===== config.mk =====
export PLATFORM = sky130hd
export DESIGN_NAME = prog_counter_flat
export DESIGN_NICKNAME = d
export VERILOG_FILES = /design/src/rtl/pc_pkg.sv /design/src/rtl/prog_counter_if.sv /design/src/rtl/jump_lut.sv /design/src/rtl/prog_counter.sv /design/src/flat_wrapper.sv
export SDC_FILE = /design/constraint.sdc
export NUM_CORES = 1
export LEC_CHECK = 0
export ABC_AREA = 1
export CAP_MARGIN = 20
export CORE_ASPECT_RATIO = 1.2
export CORE_MARGIN = 2
export CORE_UTILIZATION = 50
export DETAILED_ROUTE_END_ITERATION = 16
export GPL_ROUTABILITY_DRIVEN = 1
export HOLD_SLACK_MARGIN = 0.02
export PLACE_DENSITY_LB_ADDON = 0.05
export SETUP_SLACK_MARGIN = 0.1
export SYNTH_ARGS = -nofsm -noshare
export SYNTH_HDL_FRONTEND = slang
export SYNTH_HIERARCHICAL = 1
export SYNTH_SLANG_ARGS = --single-unit

===== constraint.sdc =====
create_clock -name clk -period 2.85 [get_ports clk]
set_clock_uncertainty 0.15 [all_clocks]
set_input_delay 0.7125 -clock clk [delete_from_list [all_inputs] [get_ports clk]]
set_output_delay 0.7125 -clock clk [all_outputs]
set_load 0.05 [all_outputs]

===== src/rtl/pc_pkg.sv =====
// Shared types and constants for the program counter / fetch sequencer.
// The jump table is regenerated by the assembler flow; index order matches the instruction field.
package pc_pkg;

    localparam int PC_W     = 8;
    localparam int LUT_AW   = 4;
    localparam int PROG_LEN = 256;
    localparam int CNT_W    = 16;

    typedef enum logic [1:0] {
        IDLE = 2'd0,
        RUN  = 2'd1,
        DONE = 2'd2
    } pc_state_e;

    // One table serves both absolute targets and two's-complement offsets.
    localparam logic [PC_W-1:0] JUMP_LUT [2**LUT_AW] = '{
        8'h04, 8'h14, 8'h02, 8'hFC,
        8'hF0, 8'h80, 8'h00, 8'h07,
        8'h08, 8'hFF, 8'h28, 8'hF8,
        8'h30, 8'h01, 8'hC0, 8'hFE
    };

endpackage


===== src/rtl/prog_counter_if.sv =====
// Fetch-sequencer bus: controller-side strobes in, PC and status out.
interface prog_counter_if #(
    parameter int PC_W   = pc_pkg::PC_W,
    parameter int LUT_AW = pc_pkg::LUT_AW,
    parameter int CNT_W  = pc_pkg::CNT_W
);

    logic              start;
    logic              stall;
    logic              branch_en;
    logic              jump_abs;
    logic [LUT_AW-1:0] lut_idx;
    logic              halt;
    logic [PC_W-1:0]   PC;
    logic              done;
    logic              running;
    logic [CNT_W-1:0]  instr_count;

    modport master (
        output start, stall, branch_en, jump_abs, lut_idx, halt,
        input  PC, done, running, instr_count
    );

    modport slave (
        input  start, stall, branch_en, jump_abs, lut_idx, halt,
        output PC, done, running, instr_count
    );

endinterface


===== src/rtl/jump_lut.sv =====
// Combinational jump-target table: index from the instruction field to a PC-wide entry.
module jump_lut
    import pc_pkg::*;
(
    input  logic [LUT_AW-1:0] idx,
    output logic [PC_W-1:0]   entry
);

    assign entry = JUMP_LUT[idx];

endmodule


===== src/rtl/prog_counter.sv =====
// Program counter and start/done sequencer feeding the instruction ROM address.
// Taken branches resolve through jump_lut as either an absolute target or a relative offset.
module prog_counter #(
    parameter int PC_W     = pc_pkg::PC_W,
    parameter int LUT_AW   = pc_pkg::LUT_AW,
    parameter int PROG_LEN = pc_pkg::PROG_LEN,
    parameter int CNT_W    = pc_pkg::CNT_W
) (
    input  logic          clk,
    input  logic          reset_n,
    prog_counter_if.slave bus
);

    import pc_pkg::*;

    localparam logic [PC_W-1:0] LAST_PC = PC_W'(PROG_LEN - 1);

    pc_state_e        state_q, state_d;
    logic [PC_W-1:0]  pc_q, pc_d;
    logic [CNT_W-1:0] cnt_q, cnt_d;
    logic             done_q, done_d;
    logic             running_q, running_d;

    logic [PC_W-1:0]  lut_entry;
    logic [CNT_W-1:0] cnt_inc;

    jump_lut u_jump_lut (
        .idx   (bus.lut_idx),
        .entry (lut_entry)
    );

    // Retired-fetch count sticks at all-ones instead of wrapping.
    assign cnt_inc = (&cnt_q) ? cnt_q : cnt_q + CNT_W'(1);

    always_comb begin
        state_d = state_q;
        pc_d    = pc_q;
        cnt_d   = cnt_q;
        unique case (state_q)
            IDLE: begin
                pc_d = '0;
                if (bus.start) begin
                    state_d = RUN;
                    cnt_d   = '0;
                end
            end
            RUN: begin
                if (bus.start) begin
                    pc_d  = '0;
                    cnt_d = '0;
                end else if (bus.stall) begin
                    pc_d = pc_q;
                end else if (bus.halt) begin
                    state_d = DONE;
                    cnt_d   = cnt_inc;
                end else if (bus.branch_en) begin
                    // Relative add wraps naturally at PC_W bits, so the offset needs no extension.
                    pc_d  = bus.jump_abs ? lut_entry : pc_q + lut_entry;
                    cnt_d = cnt_inc;
                end else begin
                    if (pc_q == LAST_PC) begin
                        state_d = DONE;
                    end else begin
                        pc_d = pc_q + PC_W'(1);
                    end
                    cnt_d = cnt_inc;
                end
            end
            DONE: begin
                if (bus.start) begin
                    state_d = RUN;
                    pc_d    = '0;
                    cnt_d   = '0;
                end
            end
            default: begin
                state_d = IDLE;
                pc_d    = '0;
                cnt_d   = '0;
            end
        endcase
        done_d    = (state_d == DONE);
        running_d = (state_d == RUN);
    end

    always_ff @(posedge clk) begin
        if (!reset_n) begin
            state_q   <= IDLE;
            pc_q      <= '0;
            cnt_q     <= '0;
            done_q    <= 1'b0;
            running_q <= 1'b0;
        end else begin
            state_q   <= state_d;
            pc_q      <= pc_d;
            cnt_q     <= cnt_d;
            done_q    <= done_d;
            running_q <= running_d;
        end
    end

    assign bus.PC          = pc_q;
    assign bus.done        = done_q;
    assign bus.running     = running_q;
    assign bus.instr_count = cnt_q;

endmodule


===== src/flat_wrapper.sv =====
// flat-port wrapper written by rule: the top's interface ports become plain ports
module prog_counter_flat import pc_pkg::*;
#(
    parameter int PC_W     = pc_pkg::PC_W,
    parameter int LUT_AW   = pc_pkg::LUT_AW,
    parameter int PROG_LEN = pc_pkg::PROG_LEN,
    parameter int CNT_W    = pc_pkg::CNT_W
)
  (clk, reset_n, bus_start, bus_stall, bus_branch_en, bus_jump_abs, bus_lut_idx, bus_halt, bus_PC, bus_done, bus_running, bus_instr_count);
  prog_counter_if #(.PC_W(PC_W), .LUT_AW(LUT_AW), .CNT_W(CNT_W)) bus_i ();
  input  logic clk;
  input  logic reset_n;
  input wire logic [$bits(bus_i.start)-1:0] bus_start;
  input wire logic [$bits(bus_i.stall)-1:0] bus_stall;
  input wire logic [$bits(bus_i.branch_en)-1:0] bus_branch_en;
  input wire logic [$bits(bus_i.jump_abs)-1:0] bus_jump_abs;
  input wire logic [$bits(bus_i.lut_idx)-1:0] bus_lut_idx;
  input wire logic [$bits(bus_i.halt)-1:0] bus_halt;
  output wire logic [$bits(bus_i.PC)-1:0] bus_PC;
  output wire logic [$bits(bus_i.done)-1:0] bus_done;
  output wire logic [$bits(bus_i.running)-1:0] bus_running;
  output wire logic [$bits(bus_i.instr_count)-1:0] bus_instr_count;
  assign bus_i.start = bus_start;
  assign bus_i.stall = bus_stall;
  assign bus_i.branch_en = bus_branch_en;
  assign bus_i.jump_abs = bus_jump_abs;
  assign bus_i.lut_idx = bus_lut_idx;
  assign bus_i.halt = bus_halt;
  assign bus_PC = bus_i.PC;
  assign bus_done = bus_i.done;
  assign bus_running = bus_i.running;
  assign bus_instr_count = bus_i.instr_count;
  prog_counter #(.PC_W(PC_W), .LUT_AW(LUT_AW), .PROG_LEN(PROG_LEN), .CNT_W(CNT_W)) u_core (.clk(clk), .reset_n(reset_n), .bus(bus_i));
endmodule

### Cell placement, run 1

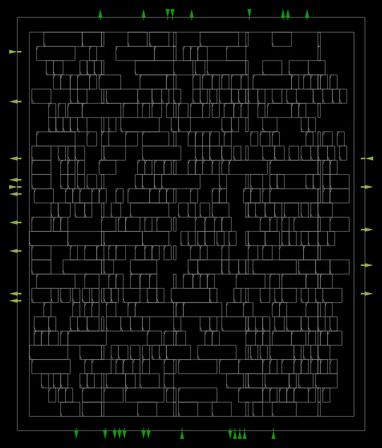
tap cell count: 58
row count: 27
sequential share of cell area: 19.0%
fillers: 458

### Cells colored by class, run 1

(4 px per um)
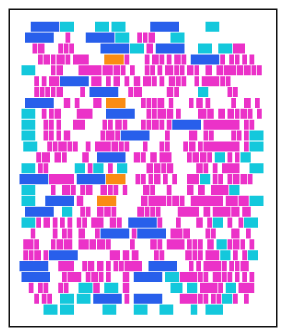
| color | class | cells | share of their area |
|---|---|---|---|
| cyan | other buffers and delay cells | 52 | 17% |
| magenta | all other logic | 356 | 62% |
| blue | flops | 28 | 19% |
| orange | clock drivers and dummy loads | 4 | 1.9% |
fin area: 2960 um2
Core Util, Final: 64.9%
Core Region: 4560 um2

### Clock wires, drivers and flops, run 1

(4 px per um)
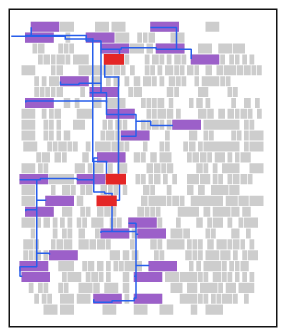
[blue] clock wires | length: 376 um
[purple] flip-flops | count: 28
[red] cells driving clock nets | count: 3
routed clock nets: 4
Clock Latency Late Sink: 0.28 ns
P_clk: 0.251 mW

==> flow_metrics.tcl, run 1 <==
# metrics dict for downstream scripts
set metrics [dict create \
    cts_tree "built" \
    ys_chip_area_um2 2340 \
    yosys-stat-cells 390 \
    yosysWarnings 6 \
    first_global_vias 2330 \
    worstHoldPathCells 2 \
    finalHoldViolations 0 \
    setup_tns_ns 0 \
    dp_slack_ns -0.431 \
    path_clk_slew_ns 0.10 \
    area_growth_pct 26.2 \
    num_vias 2527 \
    rr_worst_depth 11 \
    path_common_cell "nand2_1" \
    warnings 30 \
    sw_frac_of_total_pct 30.2 \
    status "finished, final reports clean" \
    cts-buffers-inserted 3 \
    fp_util_pct 51.4 \
    synthArstFlopShare_pct 0 \
    cp_top_family "simple AND/OR/NAND/NOR gates" \
    startpoint_type "primary input" \
    via_per_inst 5.07 \
    h-tree-depth 1 \
    place_hpwl_mm 4.53 \
    lay_top_count "nand2_1" \
    grt_max_degree 16 \
    edf_count 0 \
    antenna_cells 0 \
    final_cell_mix "nand2_1 (123), inv_1 (54), nor2_1 (37)" \
    die_h_um 79.0 \
    placed_cell_area_um2 2860 \
    seq_power_share_pct 46.4 \
    path_cells "clkdlybuf4s50_1 > buf_4 > nand3_2 > nand2_1 > ha_1 > nand2_1 > inv_1 > nand2_1 > nand3_1 > or2_2 > nand3_1 > nand2_1 > nand2_1 > a21oi_1" \
    final-setup-viol-count 0 \
    maxSlewHeadroom_pct 66.9 \
    p_int_mw 0.606 \
    fmax_ghz 0.383 \
    ir_drop_v 0.000198 \
    ys_ff 28 \
    power_frac_comb_pct 24.7 \
    hp-class "flip-flop to flip-flop" \
    port_buffers 36 \
    root_buffer "clkbuf_8" \
    fp_nets 416 \
    first_pass_iters 4 \
]
[run 1: layer usage]
metal / GRT usage [%] / up-vias / part of all wire (%)
met4: 6.94 / 0 / 1.2
met1: 26.3 / 1128 / 42
li1: - / 1345 / -
met3: 1.84 / 6 / 3.2
met2: 45.7 / 48 / 53
met5: 0 / - / 0
[run 1: power groups by stage]
stage                     combinational, mW  sequential, mW  clock, mW
after floorplan                       0.121           0.424          0
after global placement                0.207           0.411          0
after detailed placement              0.209           0.412          0
after CTS                             0.215           0.403      0.257
after global routing                  0.239           0.404      0.270
final                                 0.214           0.403      0.251
[run 1: stage by stage]
| step | util [%] | hold slack, ns |
|---|---|---|
| detailed placement | 62.7 | 0.353 |
| CTS | 64.7 | 0.372 |
| global route | 64.9 | 0.409 |
| floorplan | - | 0.392 |
| global placement | 62.7 | 0.345 |
| finish | 64.9 | 0.362 |
[run 1: synth_stat cells (all sizes together), types with 3 or more instances]
library cell	instances	share of area (%)
nand2	131	22
inv	60	9.6
nor2	43	8.4
a21oi	36	8.2
nand3	34	8.2
dfxtp	28	24
ha	14	7.5
o21ai	12	2.7
nand4	9	2.4
clkbuf	4	0.69
nor3	3	0.64
o21bai	3	0.96
xor2	3	1.1
[run 1: worst reg2reg max path, cell delays in order, from the launching register on]
cell     delay, ns
dfxtp_1       0.47
ha_1          0.25
nand2_1       0.11
nor2_4        0.22
nand3_4       0.12
nor2_4        0.12
nor2_4        0.08
buf_4         0.17
nand2_1       0.08
nand2_1       0.05
nand2_1       0.05
nor2_1        0.04
[run 1: sequential cells by signal, summed over array words and instances (netlist names)]
register,cells
u_core/bus.PC,8
u_core/bus.done,1
u_core/bus.instr_count,16
u_core/bus.running,1
u_core/state_q,2
[run 1: cells by family after synthesis]
group / Yosys count / synth area share [%]
buffers and inverters: 66 / 11.1
and+or+nand+nor: 223 / 42.3
DFF: 28 / 23.9
AOI/OAI and AO/OA: 54 / 12.9
xor gates and xnor gates: 4 / 1.50
adders and majority gates: 15 / 8.33
[run 1: timing repair]
item / 4_1_cts / 5_1_grt
hold buffers: 0 / 0
gates resized: 11 / 5
setup endpoints to repair: 6 / 6
endpoints found under the hold margin: 0 / 0
[run 1: cell type report]
type / instances / area (um2)
repair buffers: 52 / 477
well taps: 58 / 72.6
flip-flops and latches: 28 / 561
clock buffers: 4 / 55.1
multi-input cells: 296 / 1570
inverters: 60 / 225
fillers: 458 / 1600
[run 1: worst paths after layout]
path	startpoint	endpoint	slack, ns
max	bus_lut_idx[3]	u_core/bus.PC[4]	0.24
min	u_core/bus.instr_count[11]	u_core/bus.instr_count[11]	0.36
max reg2reg	u_core/bus.instr_count[0]	u_core/bus.instr_count[3]	0.86
min reg2reg	u_core/bus.instr_count[11]	u_core/bus.instr_count[11]	0.36
### Wires at chosen ports, followed through buffers, run 1

(6 px per um)
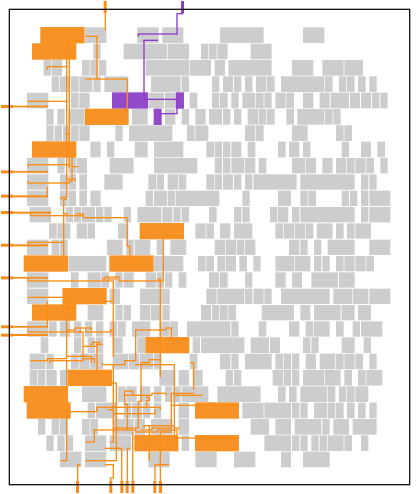

--- run 2 (diff from run 1) ---
Settings changed: SETUP_SLACK_MARGIN 0.1 to unset.
### Wires at chosen ports, followed through buffers, run 2

(6 px per um)
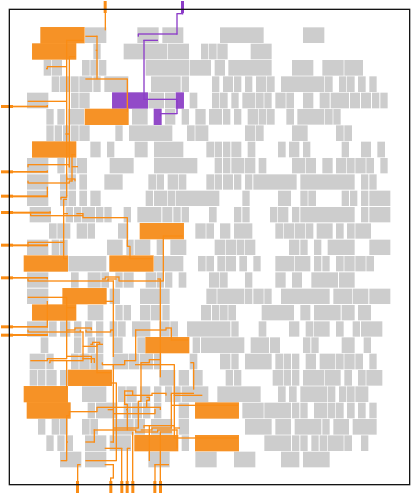
| color | port | bits | direction | edge | end cells | buffers | wire |
|---|---|---|---|---|---|---|---|
| orange | `bus_instr_count` | 16 | output | 8 left, 7 bottom, 1 top | 16 | 16 | 630 um |
| purple | `bus_stall` | 1 | input | top | 3 | 1 | 34.4 um |
# port buffers: 36
# IOs: 37

==> run 2 against run 1 <==
  * Non-clock buffer count unchanged
  * Die size unchanged
  * Cell area up 0.25%
  * Hold slack unchanged
  * Setup slack about the same
  * Flip-flop count unchanged
  * Critical path type unchanged
  * Clock power about the same
  * Sequential power about the same
  * Wire length up 0.10%
  * Count of clock-buffer cells in the layout unchanged
  * Power about the same
==> flow_metrics.tcl, run 2 <==
# metrics dict for downstream scripts
set metrics [dict create \
    ys_ff 28 \
    via_per_inst 5.08 \
    yosysTopAreaCellShare_pct 23.9 \
    comb_area_um2 1570 \
    grt_max_degree 16 \
    most_common_cell "nand2_1" \
    synthArstFlopShare_pct 0 \
    startpoint_type "primary input" \
    synth.cellmix.simpleShare_pct 42.3 \
    antenna_cells 0 \
    status "finished, final reports clean" \
    adder_share_pct 8.33 \
    root_buffer "clkbuf_8" \
    ir_drop_v 0.000198 \
    die_h_um 79.0 \
    warnings 30 \
    largest_reg_flops 16 \
    ff_latch_area_um2 561 \
    hp-class "flip-flop to flip-flop" \
    dp_slack_ns -0.431 \
]
### Cell placement, run 2

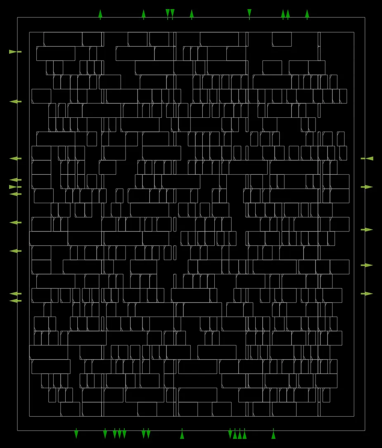
Core Util, Final: 65.0%
fillers: 456
flop count: 28
sequential share of cell area: 18.9%

run 2: cell counts after synthesis:
No cell type changed its count.
run 2: through the flow:
stage / area, um2 / cells / utilization, % / hold slack, ns
after floorplan: 2340 / 390 / - / 0.392
after global placement: 2860 / 494 / 62.7 / 0.345
after detailed placement: 2860 / 494 / 62.7 / 0.353
after CTS: 2950 / 498 / 64.8 / 0.372
after global routing: 2970 / 498 / 65.0 / 0.409
final: 2970 / 498 / 65.0 / 0.362
run 2: where the power goes:
group	total (mW)	switching (mW)	internal [mW]	leakage, nW
combinational	0.215	0.129	0.0864	1.07
sequential	0.403	0.00625	0.396	0.226
clock	0.251	0.127	0.124	0.0288
total	0.869	0.262	0.607	1.32
run 2: what timing repair did:
item	CTS	global route
pin swaps	0	1
endpoints found under the setup margin	5	6
gates resized	9	5
run 2: final cells by class:
cell class              count  share of cell area (%)
inverters                  60                    7.59
flip-flops and latches     28                    18.9
multi-input cells         296                    52.9
clock buffers               4                    1.86
well taps                  58                    2.45
repair buffers             52                    16.3
run 2: worst max-delay path, stage by stage:
cell             delay (ns)
clkdlybuf4s50_1        0.54
buf_4                  0.16
nand3_2                0.08
nand2_1                0.09
ha_1                   0.28
nand2_1                0.08
inv_1                  0.05
nand2_1                0.05
nand3_1                0.08
or2_2                  0.28
nand3_1                0.07
nand2_1                0.06
nand2_1                0.06
a21oi_1                0.06
run 2: routing by layer:
metal,track usage [%],up-vias,wire (um)
met5,0,-,0
met4,6.94,0,70
met3,1.84,6,184
met2,45.7,48,3080
met1,26.3,1130,2430
li1,-,1345,-
run 2: logic make-up after synthesis:
| group | Yosys count |
|---|---|
| compound gates | 54 |
| xor+xnor | 4 |
| buf+inv | 66 |
| fa+ha+maj | 15 |
| flops | 28 |
| simple gates | 223 |
run 2: path summary, 6_finish.rpt:
| kind | from | to | slack, ns | cells after the start |
|---|---|---|---|---|
| max reg2reg | u_core/bus.instr_count[0] | u_core/bus.instr_count[3] | 0.86 | 11 |
| min reg2reg | u_core/bus.instr_count[11] | u_core/bus.instr_count[11] | 0.36 | 2 |
| min | u_core/bus.instr_count[11] | u_core/bus.instr_count[11] | 0.36 | 2 |
| max | bus_lut_idx[3] | u_core/bus.PC[4] | 0.24 | 14 |
Power is estimated from default activity; no workload was simulated.
